**Run 1: cell placement**

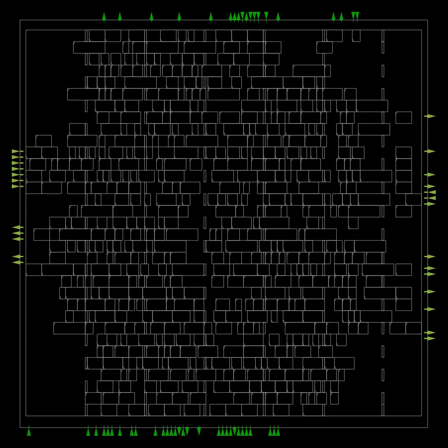
**Run 1: cell classes on the final placement**

The bar under the picture is 20 µm long. Fill, decap, tap and diode cells in gray.
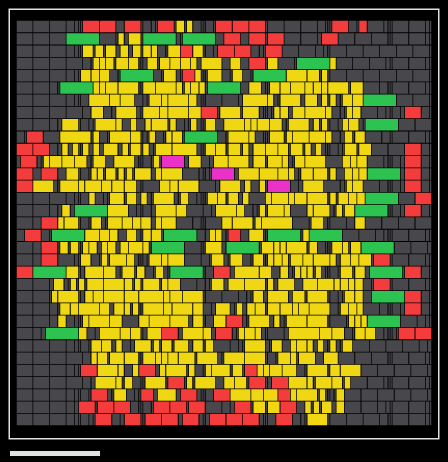
**Run 1: gate-type map**

The bar under the picture is 20 µm long.
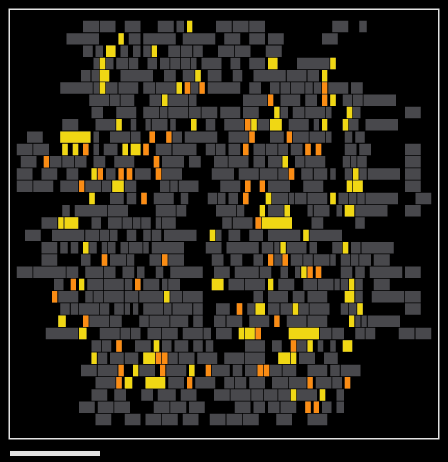
<file path="config.mk">
export PLATFORM = sky130hd
export DESIGN_NAME = ct_mod_cascade_flat
export DESIGN_NICKNAME = d
export VERILOG_FILES = /design/src/rtl/ct_mod_cascade_pkg.sv /design/src/rtl/ct_mod_cascade_if.sv /design/src/rtl/ct_mod_cascade_stage.sv /design/src/rtl/ct_mod_cascade.sv /design/src/flat_wrapper.sv
export SDC_FILE = /design/constraint.sdc
export NUM_CORES = 1
export LEC_CHECK = 0
export CORE_UTILIZATION = 45
export CTS_CLUSTER_DIAMETER = 30
export CTS_CLUSTER_SIZE = 16
export DETAILED_ROUTE_END_ITERATION = 8
export PLACE_DENSITY = 0.79
export SLEW_MARGIN = 25
export SYNTH_ARGS = -nofsm -noshare
export SYNTH_HDL_FRONTEND = slang
export SYNTH_HIERARCHICAL = 1
export SYNTH_SLANG_ARGS = --single-unit
</file>
<file path="constraint.sdc">
create_clock -name clk -period 8.2 [get_ports clk]
set_clock_uncertainty 0.1 [all_clocks]
set_input_delay 2.46 -clock clk [delete_from_list [all_inputs] [get_ports clk]]
set_output_delay 2.46 -clock clk [all_outputs]
set_load 0.01 [all_outputs]
</file>
<file path="src/rtl/ct_mod_cascade_pkg.sv">
// Shared types and defaults for the cascaded modulo counter (package ct_pkg).
package ct_pkg;

  typedef enum logic {CT_UP = 1'b0, CT_DOWN = 1'b1} dir_e;

  localparam int STAGES_DEF = 4;
  localparam int WIDTH_DEF  = 7;

  // Stage-select width, never below one bit so a single-stage build still has a port.
  function automatic int sel_width(input int stages);
    return (stages > 1) ? $clog2(stages) : 1;
  endfunction

endpackage

</file>
<file path="src/rtl/ct_mod_cascade_if.sv">
// Bus bundle between the cascade counter and its user (alarm/display side).
interface ct_mod_cascade_if #(
  parameter int STAGES = ct_pkg::STAGES_DEF,
  parameter int WIDTH  = ct_pkg::WIDTH_DEF
);
  import ct_pkg::*;

  localparam int SEL_W = sel_width(STAGES);

  logic                          en;
  dir_e                          dir;
  logic [STAGES-1:0][WIDTH-1:0]  modulus;
  logic                          ld;
  logic [SEL_W-1:0]              ld_sel;
  logic [WIDTH-1:0]              ld_val;
  logic [STAGES-1:0][WIDTH-1:0]  ct_out;
  logic [STAGES-1:0]             z;
  logic                          carry_out;

  modport master (
    output en, dir, modulus, ld, ld_sel, ld_val,
    input  ct_out, z, carry_out
  );

  modport slave (
    input  en, dir, modulus, ld, ld_sel, ld_val,
    output ct_out, z, carry_out
  );

endinterface

</file>
<file path="src/rtl/ct_mod_cascade_stage.sv">
// One modulo counter stage with run-time modulus, load clamp and terminal flag.
// Down counting is only built when CT_CASCADE_DOWN_EN is defined.
module ct_stage
  import ct_pkg::*;
#(
  parameter int WIDTH = WIDTH_DEF
) (
  input  logic             clk,
  input  logic             rst,
  input  logic             adv,
  input  dir_e             dir,
  input  logic [WIDTH-1:0] modulus,
  input  logic             ld_hit,
  input  logic [WIDTH-1:0] ld_val,
  output logic [WIDTH-1:0] ct,
  output logic             z
);

  localparam int XW = WIDTH + 1;

  logic [WIDTH-1:0] ct_d, ct_q;
  logic [WIDTH-1:0] top_s, term_s, ld_clamp_s, up_nxt_s, step_nxt_s;
  logic             degen_s;
  dir_e             dir_eff_s;

`ifdef CT_CASCADE_DOWN_EN
  logic [WIDTH-1:0] dn_nxt_s;
  assign dir_eff_s = dir;
`else
  logic dir_unused;
  assign dir_unused = dir;
  assign dir_eff_s  = CT_UP;
`endif

  // Compares run one bit wider so modulus = 2^WIDTH-1 cannot overflow.
  always_comb begin
    degen_s    = ({1'b0, modulus} <= XW'(1));
    top_s      = degen_s ? {WIDTH{1'b0}} : (modulus - WIDTH'(1));
    term_s     = (dir_eff_s == CT_DOWN) ? {WIDTH{1'b0}} : top_s;
    ld_clamp_s = ({1'b0, ld_val} < {1'b0, modulus}) ? ld_val : top_s;
    up_nxt_s   = ({1'b0, ct_q} >= {1'b0, top_s}) ? {WIDTH{1'b0}} : (ct_q + WIDTH'(1));
`ifdef CT_CASCADE_DOWN_EN
    // A count left above a shrunken modulus restarts from the top on the next advance.
    if ((ct_q == {WIDTH{1'b0}}) || ({1'b0, ct_q} >= {1'b0, modulus})) begin
      dn_nxt_s = top_s;
    end else begin
      dn_nxt_s = ct_q - WIDTH'(1);
    end
    step_nxt_s = (dir_eff_s == CT_DOWN) ? dn_nxt_s : up_nxt_s;
`else
    step_nxt_s = up_nxt_s;
`endif
  end

  // Next count: load wins over advance; otherwise hold.
  always_comb begin
    ct_d = ct_q;
    if (ld_hit) begin
      ct_d = ld_clamp_s;
    end else if (adv) begin
      ct_d = step_nxt_s;
    end else begin
      ct_d = ct_q;
    end
  end

  // Count register.
  always_ff @(posedge clk) begin
    if (rst) begin
      ct_q <= {WIDTH{1'b0}};
    end else begin
      ct_q <= ct_d;
    end
  end

  assign ct = ct_q;
  assign z  = (ct_q == term_s);

endmodule

</file>
<file path="src/rtl/ct_mod_cascade.sv">
// Cascade of modulo counter stages (e.g. sec/min/hr/day) with per-stage load.
// Optional down counting: define CT_CASCADE_DOWN_EN.
module ct_mod_cascade
  import ct_pkg::*;
#(
  parameter int STAGES = STAGES_DEF,
  parameter int WIDTH  = WIDTH_DEF
) (
  input  logic             clk,
  input  logic             rst,
  ct_mod_cascade_if.slave  bus
);

  localparam int SEL_W = sel_width(STAGES);

  logic [STAGES-1:0]            adv_s;
  logic [STAGES-1:0]            ld_hit_s;
  logic [STAGES-1:0]            z_s;
  logic [STAGES-1:0][WIDTH-1:0] ct_s;

  // Ripple enable: a stage moves only when every lower stage is terminal.
  always_comb begin
    adv_s    = '0;
    adv_s[0] = bus.en & ~bus.ld;
    for (int i = 1; i < STAGES; i++) begin
      adv_s[i] = adv_s[i-1] & z_s[i-1];
    end
  end

  // Load decode; an out-of-range select writes nothing but still blocks counting.
  always_comb begin
    ld_hit_s = '0;
    for (int i = 0; i < STAGES; i++) begin
      ld_hit_s[i] = bus.ld & (bus.ld_sel == SEL_W'(i));
    end
  end

  for (genvar g = 0; g < STAGES; g++) begin : g_stage
    ct_stage #(.WIDTH(WIDTH)) u_stage (
      .clk     (clk),
      .rst     (rst),
      .adv     (adv_s[g]),
      .dir     (bus.dir),
      .modulus (bus.modulus[g]),
      .ld_hit  (ld_hit_s[g]),
      .ld_val  (bus.ld_val),
      .ct      (ct_s[g]),
      .z       (z_s[g])
    );
  end

  assign bus.ct_out    = ct_s;
  assign bus.z         = z_s;
  assign bus.carry_out = bus.en & ~bus.ld & (&z_s);

endmodule
</file>
<file path="src/flat_wrapper.sv">
// flat-port wrapper written by rule: the top's interface ports become plain ports
module ct_mod_cascade_flat import ct_pkg::*;
#(
  parameter int STAGES = STAGES_DEF,
  parameter int WIDTH  = WIDTH_DEF
)
  (clk, rst, bus_en, bus_dir, bus_modulus, bus_ld, bus_ld_sel, bus_ld_val, bus_ct_out, bus_z, bus_carry_out);
  ct_mod_cascade_if #(.STAGES(STAGES), .WIDTH(WIDTH)) bus_i ();
  input  logic clk;
  input  logic rst;
  input wire logic [$bits(bus_i.en)-1:0] bus_en;
  input wire logic [$bits(bus_i.dir)-1:0] bus_dir;
  input wire logic [$bits(bus_i.modulus)-1:0] bus_modulus;
  input wire logic [$bits(bus_i.ld)-1:0] bus_ld;
  input wire logic [$bits(bus_i.ld_sel)-1:0] bus_ld_sel;
  input wire logic [$bits(bus_i.ld_val)-1:0] bus_ld_val;
  output wire logic [$bits(bus_i.ct_out)-1:0] bus_ct_out;
  output wire logic [$bits(bus_i.z)-1:0] bus_z;
  output wire logic [$bits(bus_i.carry_out)-1:0] bus_carry_out;
  assign bus_i.en = bus_en;
  assign bus_i.dir = bus_dir;
  assign bus_i.modulus = bus_modulus;
  assign bus_i.ld = bus_ld;
  assign bus_i.ld_sel = bus_ld_sel;
  assign bus_i.ld_val = bus_ld_val;
  assign bus_ct_out = bus_i.ct_out;
  assign bus_z = bus_i.z;
  assign bus_carry_out = bus_i.carry_out;
  ct_mod_cascade #(.STAGES(STAGES), .WIDTH(WIDTH)) u_core (.clk(clk), .rst(rst), .bus(bus_i));
endmodule
</file>
==> out/qor.csv, run 1 <==
metric,value,unit
cts_buffer_depth,2,
tns,0,ps
power.internal,274.3,µW
cts-root-buf,clkbuf_8,
ios,75,
final_layout_top_logic_cells,"clkdlybuf4s50_1 (72), ha_1 (64), inv_1 (56), nor2_1 (53), nand2_1 (31)",
cpMaxStageDelayCell,clkdlybuf4s50_1,
fillers,782,
syn-num-nets,613,
gr-total-overflow,0,
inv_count,56,
die_area,0.008986,mm²
status,finished clean,
die_w,94.80,µm
pre_cts_slack,100.1,ps
crit_buf_inv,3,
mux_share,0.07653,
met2_usage,0.4484,
critPathTopFamily,simple AND/OR/NAND/NOR gates,
seq_area_frac,0.1167,
synthTopCellsByCount,"ha_1 (64), inv_1 (56), nor2_1 (54), nand2_1 (31), dfxtp_1 (28)",
slew_headroom,0.5686,
detail-route-antenna-nets,0,
finalClockPeriodUsage,0.9818,
r2r-end,u_core/g_stage[3].u_stage/ct[5],
critical_path.cell_chain,clkdlybuf4s50_1 > inv_1 > ha_1 > o21bai_1 > nor3b_2 > or2_2 > ha_1 > nand4_1 > nor2_1 > and4b_2 > and3_1 > clkdlybuf4s50_1,
endpoint_kind,output port,
cts.repair.resized,0,
yosys-top-cells-area,"ha_1 (21%), dfxtp_1 (14%), mux2i_1 (6.2%)",
routed_wl,10740,µm
wl_per_cell,15.56,µm
pg_clk,79.6,µW
fp.dieH,94.80,µm
fp_util,0.4692,
largest_reg_flops,28,
ys_sh_simple,0.2925,
synthArstFlopShare,0,
ys_seq_frac,0.1447,
cp-start-kind,input pin,
pwr_density_cell,91.67,mW/mm²
power.total,440.3,µW
sh_comb_area,0.6431,
final.clkbuf_count,3,
fin_nets,693,
drv_cap,0,
ys_cells,507,
Notes on 'cell placement' above:
Seq Cell Count: 28
final std cells w/o fill: 690
row cnt: 33
Core Area: 0.008258 mm²
tapcell count: 105

Notes on 'cell classes on the final placement' above:
- green: registers (cells 28; share of their area 12%)
- yellow: remaining logic cells (cells 475; share of their area 71%)
- magenta: clock-net drivers (cells 3; share of their area 0.88%)
- red: remaining buffers and delay cells (cells 79; share of their area 16%)

Notes on 'gate-type map' above:
- yellow: nor cells (cells 76; most used nor2_1; where widely spread)
- orange: inv cells (cells 56; most used inv_1)

## Run 2: what changed since run 1
--- a/config.mk
+++ b/config.mk
@@ -9,6 +9,7 @@
 export CTS_CLUSTER_DIAMETER = 30
 export CTS_CLUSTER_SIZE = 16
 export DETAILED_ROUTE_END_ITERATION = 8
+export GPL_TIMING_DRIVEN = 1
 export PLACE_DENSITY = 0.79
 export SLEW_MARGIN = 25
 export SYNTH_ARGS = -nofsm -noshare
**Run 2: gate-type map**

The bar under the picture is 20 µm long.
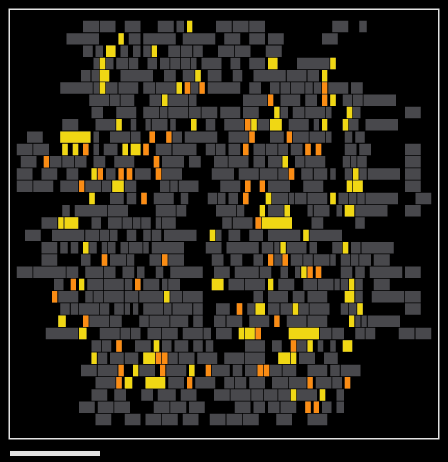
- orange: inv cells (cells 56; most used inv_1)
- yellow: nor cells (cells 76; most used nor2_1; where widely spread)

**Run 2: cell classes on the final placement**

The bar under the picture is 20 µm long. Fill, decap, tap and diode cells in gray.
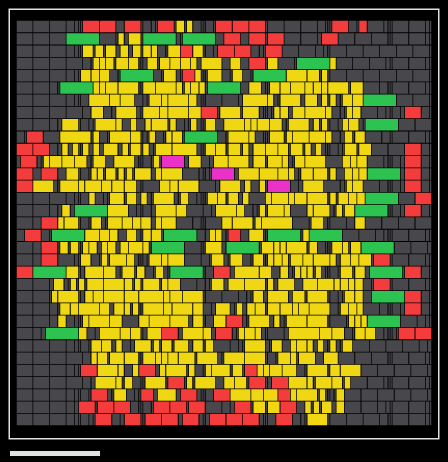
- red: remaining buffers and delay cells (cells 79; share of their area 16%)
- yellow: remaining logic cells (cells 475; share of their area 71%)
- green: registers (cells 28; share of their area 12%)
- magenta: clock-net drivers (cells 3; share of their area 0.88%)

==> run 2 against run 1 <==
Net effect: sequential cell count unchanged; power stayed put; via count is the same; combinational power about the same.
==> out/qor.csv, run 2 <==
metric,value,unit
final_layout_top_logic_cells,"clkdlybuf4s50_1 (72), ha_1 (64), inv_1 (56), nor2_1 (53), nand2_1 (31)",
cpMaxStageDelayCell,clkdlybuf4s50_1,
inv_count,56,
critical_path.cell_chain,clkdlybuf4s50_1 > inv_1 > ha_1 > o21bai_1 > nor3b_2 > or2_2 > ha_1 > nand4_1 > nor2_1 > and4b_2 > and3_1 > clkdlybuf4s50_1,
cp-start-kind,input pin,
finalClockPeriodUsage,0.9818,
sh_comb_area,0.6431,
synthArstFlopShare,0,
status,finished clean,
routed_wl,10740,µm
ys_sh_simple,0.2925,
detail-route-antenna-nets,0,
fillers,782,
ys_seq_frac,0.1447,
crit_buf_inv,3,
seq_area_frac,0.1167,
power.internal,274.3,µW
critPathTopFamily,simple AND/OR/NAND/NOR gates,
die_area,0.008986,mm²
tap_cells,105,
slew_headroom,0.5686,
fin_nets,693,
cts.repair.resized,0,
**Run 2: cell placement**

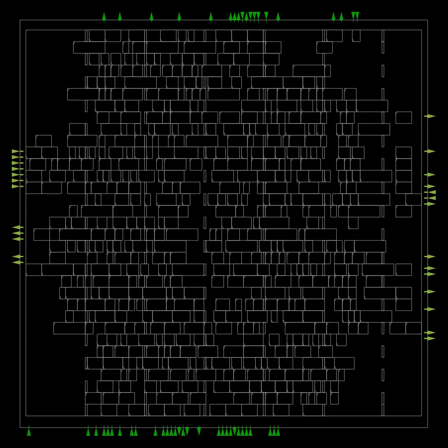

## Run 3: what changed since run 2
--- a/config.mk
+++ b/config.mk
@@ -5,12 +5,13 @@
 export SDC_FILE = /design/constraint.sdc
 export NUM_CORES = 1
 export LEC_CHECK = 0
+export ABC_AREA = 1
 export CORE_UTILIZATION = 45
 export CTS_CLUSTER_DIAMETER = 30
 export CTS_CLUSTER_SIZE = 16
 export DETAILED_ROUTE_END_ITERATION = 8
 export GPL_TIMING_DRIVEN = 1
-export PLACE_DENSITY = 0.79
+export PLACE_DENSITY = 0.77
 export SLEW_MARGIN = 25
 export SYNTH_ARGS = -nofsm -noshare
 export SYNTH_HDL_FRONTEND = slang
**Run 3: cell placement**

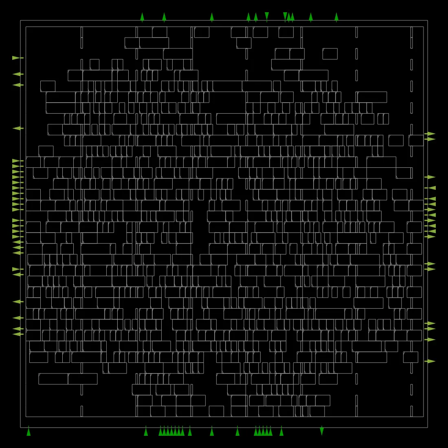
tapcell count: 133
Layout fillers: 998
final std cells w/o fill: 944
Seq/total area: 0.1034

==> run 3 against run 2 <==
Net effect: hold slack better by 57 ps; non-clock buffer count down 6; power up 5.4%; synthesized area up 17%; via count up 17%; design area up 13%; fmax up 1.7%; critical path type unchanged; largest power group unchanged.
==> out/qor.csv, run 3 <==
metric,value,unit
status,finished clean,
pg_clk,78.0,µW
mux_share,0,
final_layout_top_logic_cells,"nand2_1 (182), inv_1 (126), clkdlybuf4s50_1 (73), nor2_1 (72), nand3_1 (71)",
fp.dieH,102.2,µm
die_area,0.01045,mm²
yosys-top-cells-area,"ha_1 (18%), nand2_1 (15%), dfxtp_1 (12%)",
r2r-end,u_core/g_stage[2].u_stage/ct[6],
inv_count,131,
wl_per_cell,11.39,µm
ys_sh_simple,0.4543,
pwr_density_cell,85.62,mW/mm²
tns,0,ps
sh_comb_area,0.6328,
rows,36,
gr-total-overflow,0,
synthTopCellsByCount,"nand2_1 (182), inv_1 (126), nor2_1 (72), nand3_1 (71), ha_1 (64)",
synthArstFlopShare,0,
routed_wl,10750,µm
ys_cells,740,
ios,75,
cp-start-kind,input pin,
power.total,464.2,µW
critical_path.cell_chain,clkdlybuf4s50_1 > inv_1 > ha_1 > nand3_1 > nand2_1 > nand3_2 > ha_1 > nand2_1 > inv_1 > nand2_1 > nor2_1 > nand4_2 > nor2_1 > clkdlybuf4s50_1,
met2_usage,0.3681,
detail-route-antenna-nets,0,
fin_nets,919,
**Run 3: met1 routing**

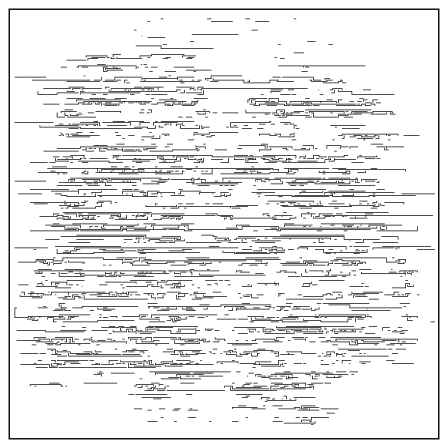
- wire length on this layer: 5470 µm
- longest straight run: 39.1 µm

Power figures rest on the tool's default switching activity, not on a simulated workload.
